Figure 1. Signal wires by layer.
The bar under the picture is 10 um long.
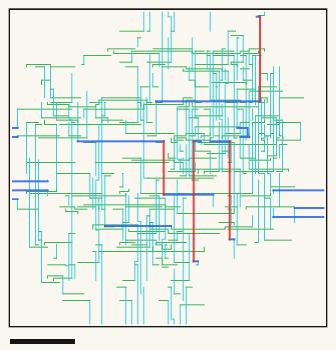
Figure 2. Congestion heat map.
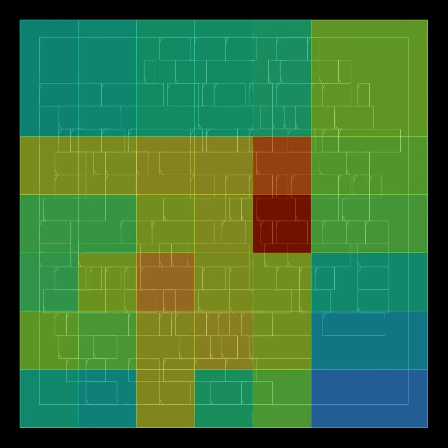
Figure 3. Gate-type map.
The bar under the picture is 10 um long.
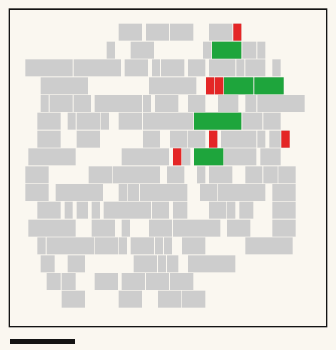
Figure 4. Register map, names as in the netlist.
The bar under the picture is 10 um long. Other sequential cells in the stronger grey, the rest of the logic in the fainter grey.
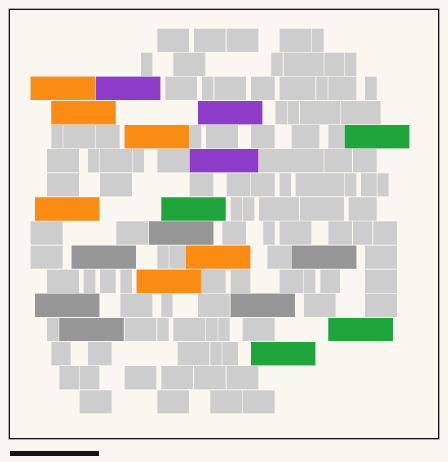
==> config.mk <==
export PLATFORM = sky130hd
export DESIGN_NAME = camino_datos_booth
export DESIGN_NICKNAME = d
export VERILOG_FILES = /design/src/rtl/camino_datos_booth.sv
export SDC_FILE = /design/constraint.sdc
export NUM_CORES = 1
export LEC_CHECK = 0
export CORE_MARGIN = 2
export CORE_UTILIZATION = 46
export DETAILED_ROUTE_END_ITERATION = 6
export MAX_ROUTING_LAYER = met4
export PLACE_DENSITY = 0.77
export SLEW_MARGIN = 20
export SYNTH_ARGS = -nofsm -noshare
export SYNTH_HDL_FRONTEND = slang
export SYNTH_SLANG_ARGS = --single-unit
==> constraint.sdc <==
create_clock -name clk -period 2.2 [get_ports clk]
set_input_delay 0.22 -clock clk [delete_from_list [all_inputs] [get_ports clk]]
set_output_delay 0.22 -clock clk [all_outputs]
set_load 0.02 [all_outputs]
==> results.cfg <==
; synthesis and place-and-route metrics
[power_and_ir_drop]
p_int_uw = 515
p_comb_share_pct = 22.2

[sta]
rsz0062_at_grt = no
fin_skew_ns = 0.00710
fin_crit_sh_pct = 93.2
hold_viol_final = 0
setup_ws_ns = 0.149

[cells_and_area]
num_antenna_cells = 0
nNetsFinal = 143
lay_top_cells = clkdlybuf4s50_1, nor2_1, dfxtp_1

[place]
io_buffers = 24
dp_slack_ns = 0.0303

[clock_network]
clk_path_buf_depth = 2

[critical_path]
worstRegToRegCells = 10
path_cells = inv_1 -> ha_1 -> nor2_1 -> xnor2_1 -> ha_1 -> nor2b_4 -> a221oi_2 -> xor2_1 -> a211o_1 -> nand2_1
cp_max_fo = 4
slowest_stage = dfxtp_2
rrSetupSlack_ns = 0.15
cp.depth = 10
cp-start-kind = flop

[outcome]
status = finished clean

[synthesis]
syn_area_sq_um = 902
xor_share_pct = 2.91

[global_routing]
grt_pass1_vias = 678

[routing]
drt_iter0_markers = 15
About Figure 1:
layer	colour	wire length
M1	green	788 um
M3	blue	89.1 um
M4	red	54.4 um
M2	cyan	965 um
via count: 757
Total Wirelength: 1900 um
wire per inst: 12.6 um

About Figure 2:
GR Layer Usage met3: 5.56%
busiest grt layer: met2
Core Util, Final: 63.8%
met2 Use GR: 28.4%
grt met1 use: 21.0%

About Figure 3:
family	colour	cells
inv cells	red	6
fa/ha/maj cells	green	5
Post-Layout Cell Count: 150
logic share of the area: 39.2%

About Figure 4:
netlist name	colour	placed flops
`a_q`	green	4
`producto`	orange	6
`m_q`	purple	3
not coloured	6
flip-flop and latch area: 382 sq um
Seq power: 374 uW
sequential share of cell area: 31.4%

## power groups by stage
stage	registers, mW	logic (mW)	clock network, mW
detailed placement	0.381	0.158	0
floorplan	0.387	0.0881	0
finish	0.374	0.159	0.183
CTS	0.374	0.159	0.192
global route	0.376	0.172	0.205
global placement	0.380	0.152	0
## logic make-up after synthesis
| family | after synthesis |
|---|---|
| adders and majority gates | 5 |
| AOI/OAI and AO/OA | 12 |
| xor gates and xnor gates | 3 |
| DFF | 19 |
| and+or+nand+nor | 32 |
| buffers and inverters | 11 |
| muxes | 14 |
## cell type report
cell class	instances	area (sq um)
Fill cell	160	688
Multi-Input combinational cell	66	475
Sequential cell	19	382
Timing Repair Buffer	28	270
Tap cell	27	33.8
Clock buffer	3	22.5
Inverter	6	22.5
Clock inverter	1	7.51
## routing by layer
layer | vias to the layer above | routed length (um) | track usage (%)
li1 | 375 | - | -
met1 | 352 | 787 | 21.0
met2 | 22 | 964 | 28.4
met3 | 8 | 89 | 5.56
met4 | 0 | 54 | 8.11
met5 | - | 0 | -
## synthesized netlist by cell type (all sizes together)
| cell | instances |
|---|---|
| or2 | 2 |
| o21ai | 1 |
| fa | 1 |
| nand3 | 1 |
| xor2 | 2 |
| a211oi | 6 |
| xnor2 | 1 |
| a21oi | 3 |
| ha | 4 |
| nor2b | 6 |
| a211o | 1 |
| dfxtp | 19 |
| nor2 | 21 |
| buf | 3 |
| mux2i | 13 |
| a221oi | 1 |
| nand2 | 2 |
| inv | 6 |
| mux2 | 1 |
| clkbuf | 2 |
## timing repair
item,in CTS,in global routing
setup buffers,0,0
setup endpoints to repair,0,1
endpoints found under the hold margin,0,0
resized,0,1
Power and IR drop assume default switching activity.
